===== config.mk =====
export PLATFORM = sky130hd
export DESIGN_NAME = msrv_32_pc_ctrl
export DESIGN_NICKNAME = d
export VERILOG_FILES = /design/src/rtl/msrv_32_pkg.sv /design/src/rtl/msrv_32_fetch_wdt.sv /design/src/rtl/msrv_32_pc_ctrl.sv
export SDC_FILE = /design/constraint.sdc
export NUM_CORES = 1
export LEC_CHECK = 0
export CAP_MARGIN = 5
export CORE_AREA = 2 2 39 41
export DETAILED_ROUTE_END_ITERATION = 8
export DIE_AREA = 0 0 41 43
export PLACE_DENSITY = 0.8
export SLEW_MARGIN = 20
export SYNTH_ARGS = -nofsm -noshare
export SYNTH_HDL_FRONTEND = slang
export SYNTH_SLANG_ARGS = --single-unit

===== constraint.sdc =====
create_clock -name clk_in -period 2.1 [get_ports clk_in]
set_clock_uncertainty 0.15 [all_clocks]
set_input_delay 0.42 -clock clk_in [delete_from_list [all_inputs] [get_ports clk_in]]
set_output_delay 0.42 -clock clk_in [all_outputs]
set_load 0.01 [all_outputs]

===== src/rtl/msrv_32_pkg.sv =====
// Shared encodings for the msrv_32 PC-select path: PC mux selects and
// the PC sequencer FSM states.
package msrv_32_pkg;

  localparam logic [1:0] PC_SRC_BOOT = 2'b00;
  localparam logic [1:0] PC_SRC_EPC  = 2'b01;
  localparam logic [1:0] PC_SRC_TRAP = 2'b10;
  localparam logic [1:0] PC_SRC_NEXT = 2'b11;

  typedef enum logic [1:0] {
    ST_BOOT = 2'b00,
    ST_RUN  = 2'b01,
    ST_TRAP = 2'b10,
    ST_MRET = 2'b11
  } state_t;

endpackage


===== src/rtl/msrv_32_fetch_wdt.sv =====
// Fetch watchdog: counts consecutive not-ready bus cycles while the core is
// fetching and fires once the run reaches TIMEOUT, then starts over.
module msrv_32_fetch_wdt #(
  parameter int TIMEOUT = 255
) (
  input  logic clk,
  input  logic rst_n,
  input  logic active,
  input  logic ready,
  output logic fire,
  output logic pulse
);

  localparam logic [9:0] LAST = 10'(TIMEOUT - 1);

  logic [9:0] cnt;

  // Fires during the TIMEOUT-th consecutive stalled cycle so the FSM can
  // redirect on that same edge.
  assign fire = active && !ready && (cnt == LAST);

  always_ff @(posedge clk or negedge rst_n) begin
    if (!rst_n) begin
      cnt   <= '0;
      pulse <= 1'b0;
    end else begin
      pulse <= fire;
      if (!active || ready || fire) begin
        cnt <= '0;
      end else if (cnt != 10'h3ff) begin
        cnt <= cnt + 10'd1;
      end
    end
  end

endmodule


===== src/rtl/msrv_32_pc_ctrl.sv =====
// PC-select sequencer for msrv_32: boot, fetch, trap entry and mret.
// Define MSRV32_FETCH_WDT_EN to add the fetch-bus watchdog trap source.
module msrv_32_pc_ctrl
  import msrv_32_pkg::*;
#(
  parameter int BOOT_CYCLES = 2,
  parameter int TIMEOUT     = 255
) (
  input  logic       clk_in,
  input  logic       rst_n_in,
  input  logic       ahb_ready_in,
  input  logic       trap_req_in,
  input  logic       mret_req_in,
  input  logic       misaligned_instr_in,
  output logic [1:0] pc_src_out,
  output logic       pc_we_out,
  output logic       flush_out,
  output logic       trap_ack_out,
  output logic       mret_ack_out,
  output logic       bus_timeout_out,
  output logic [1:0] state_out
);

  if (BOOT_CYCLES < 1 || BOOT_CYCLES > 15) begin : g_bad_boot_cycles
    $error("BOOT_CYCLES must be in 1..15");
  end
  if (TIMEOUT < 1 || TIMEOUT > 1023) begin : g_bad_timeout
    $error("TIMEOUT must be in 1..1023");
  end

  localparam logic [3:0] BOOT_LAST = 4'(BOOT_CYCLES - 1);

  state_t     state, next_state;
  logic [3:0] boot_cnt;
  logic       boot_done;
  logic       wdt_fire;
  logic       trap_src;

`ifdef MSRV32_FETCH_WDT_EN
  msrv_32_fetch_wdt #(
    .TIMEOUT(TIMEOUT)
  ) u_fetch_wdt (
    .clk   (clk_in),
    .rst_n (rst_n_in),
    .active(state != ST_BOOT),
    .ready (ahb_ready_in),
    .fire  (wdt_fire),
    .pulse (bus_timeout_out)
  );
`else
  assign wdt_fire        = 1'b0;
  assign bus_timeout_out = 1'b0;
`endif

  assign boot_done = (boot_cnt == BOOT_LAST);
  assign trap_src  = trap_req_in || misaligned_instr_in || wdt_fire;
  assign state_out = state;

  always_comb begin
    pc_src_out = PC_SRC_BOOT;
    pc_we_out  = 1'b0;
    flush_out  = 1'b1;
    next_state = state;
    case (state)
      ST_BOOT: begin
        pc_we_out = ahb_ready_in && boot_done;
        if (ahb_ready_in && boot_done) next_state = ST_RUN;
      end
      ST_RUN: begin
        pc_src_out = PC_SRC_NEXT;
        // A trap source outranks a concurrent mret; the mret is seen again
        // once the trap handler entry has returned to RUN.
        if (trap_src) begin
          next_state = ST_TRAP;
        end else if (mret_req_in) begin
          next_state = ST_MRET;
        end else begin
          pc_we_out = ahb_ready_in;
          flush_out = 1'b0;
        end
      end
      ST_TRAP: begin
        pc_src_out = PC_SRC_TRAP;
        pc_we_out  = ahb_ready_in;
        if (ahb_ready_in) next_state = ST_RUN;
      end
      ST_MRET: begin
        pc_src_out = PC_SRC_EPC;
        pc_we_out  = ahb_ready_in;
        if (ahb_ready_in) next_state = ST_RUN;
      end
      default: next_state = ST_BOOT;
    endcase
  end

  always_ff @(posedge clk_in or negedge rst_n_in) begin
    if (!rst_n_in) begin
      state        <= ST_BOOT;
      boot_cnt     <= '0;
      trap_ack_out <= 1'b0;
      mret_ack_out <= 1'b0;
    end else begin
      state <= next_state;
      if (state == ST_BOOT && boot_cnt < BOOT_LAST) boot_cnt <= boot_cnt + 4'd1;
      trap_ack_out <= (state == ST_TRAP) && ahb_ready_in;
      mret_ack_out <= (state == ST_MRET) && ahb_ready_in;
    end
  end

endmodule


==> summary.txt <==
run metrics: GRT busiest layer=met2, Worst path max stage delay=380 ps, count of final hold-check violations=0, dpl hpwl=858 um, hold endpoint=boot_cnt[3]$_DFFE_PN0P_, tally of yosys warning messages=0, sw frac=38.2%, CTS tree=done, critical path type=reg -> out, maxcap violations=0, Avg Synthesized Cell Area=11.3 um2, clk latency late pin=250 ps, Final ANT Viol Nets=0, max-slew violations=0, failing checks=negative setup slack, largest net degree at the start of global routing=9, Critical Path Start Type=register, final core occ=57.6%, CTS sink cnt=8, H-tree lvl count=1, number of enable flip-flop cells=0, clkbuf count=3, pre-CTS WS=-475 ps, first-pass GRT wire length=1640 um, row cnt=14, TritonRoute pass-1 iters=4, status=complete, but fails checks, Top Consumer=combinational logic, n_taps=16, # diodes=0, # Cells Yosys=47, r2r worst-path depth=7, Seq. pwr=0.261 mW, Cells after DPL=82, dominant logic cell types in the final layout=buf_4, ha_1, dfrtp_1, final net count=89, YS chip area=531 um2, peak fanout along the critical path=4, Initial Util=38.3%, Synth Seq Share=37.7%, Cell Area, Placed=729 um2, met3 routed wirelength=80 um, leakage=0.392 nW, area of the core=1380 um2, Final setup viols=2, Comb pwr share=63.8%, Yosys reg bits=8, CP arrival=1560 ps, Final period util=101%, layout cell share with drive strength beyond 1=38.4%, RSZ-0062 raised after global routing=true, top cells by count, synth=dfrtp_1, ha_1, inv_1, nor2_1, Clock transition at path regs=50 ps, sw power=0.393 mW, RR Endpoint=state_out[1]$_DFFE_PN0P_, fmax=470 MHz, nonclk buf count=25, area share, top type=37.7%, Reg with most FFs=boot_cnt, Register Area=201 um2, Area Overhead vs Synth=50.2%, initial antenna violation count=0, Mapped Cells=47, P per Cell Area=1290 nW/um2, Hold Path Depth=0, combinational power=0.656 mW, max reg flops=4, Vias per Instance=4.76, CP Depth=6, Clock Power=0.112 mW, Post-Layout Inst Area=797 um2, Fillers=119, met1 Usage GRT=14.8%, sequential share of power=25.4%, Final Worst Setup Slack=-26.3 ps, clock network power share=10.9%
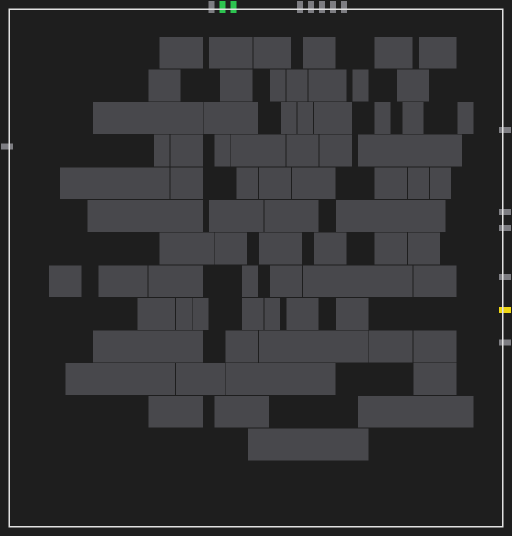
Fig. 1. Pin map.
Scale: 12 px per um. Pins as bars across the die edge, other pins in grey.
- state_out: green (pins 2; direction output; edge top)
- trap_ack_out: yellow (pins 1; direction output; edge right)
- all pins by edge: 8 top, 6 right, 1 left
IO Port Bufs: 13
Die X: 41 um

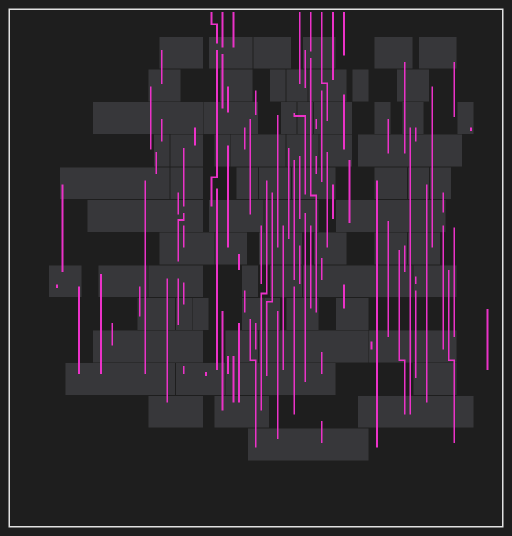
Fig. 2. M2 wires.
Scale: 12 px per um.
- nets with wire on the layer: 74
- main direction: vertical
- share of all routed wire: 52%
- longest straight run: 23.8 um
- wire length on this layer: 576 um
met2 Usage GRT: 23.8%
DR vias: 424
final wirelength: 1110 um

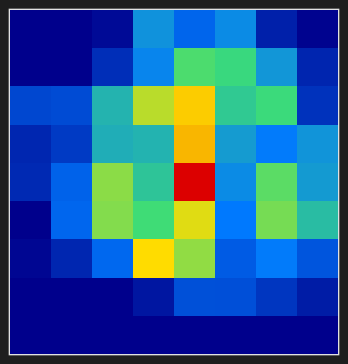
Fig. 3. Routed metal per tile.
Scale: 8 px per um. 8 x 9 tiles, from dark blue (low) to red (high), scaled to the fullest tile. Values are wire area over tile area, all layers added.
- nearly empty tiles: 25%
- densest ninth of the die: middle
- mean over tiles: 0.10
- emptiest ninth of the die: bottom left
- fullest tile: 0.40
GRT Util Overall: 14.6%
WL/cell: 12.4 um

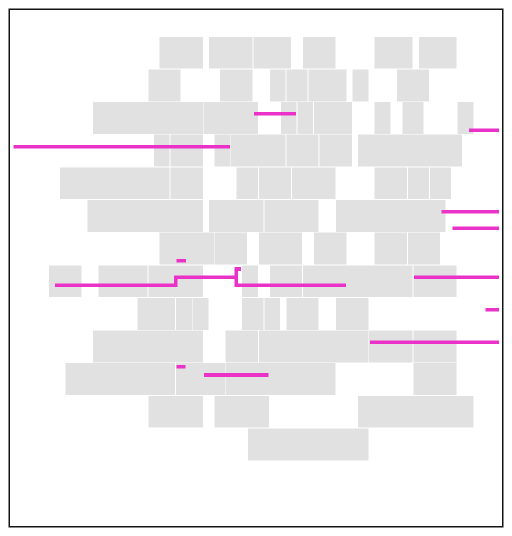
Fig. 4. Met3 routing.
Scale: 12 px per um.
- share of all routed wire: 7.3%
- main direction: horizontal
- longest straight run: 17.7 um
- nets with wire on the layer: 10
met3 usage: 9.42%

Power figures rest on the tool's default switching activity, not on a simulated workload.
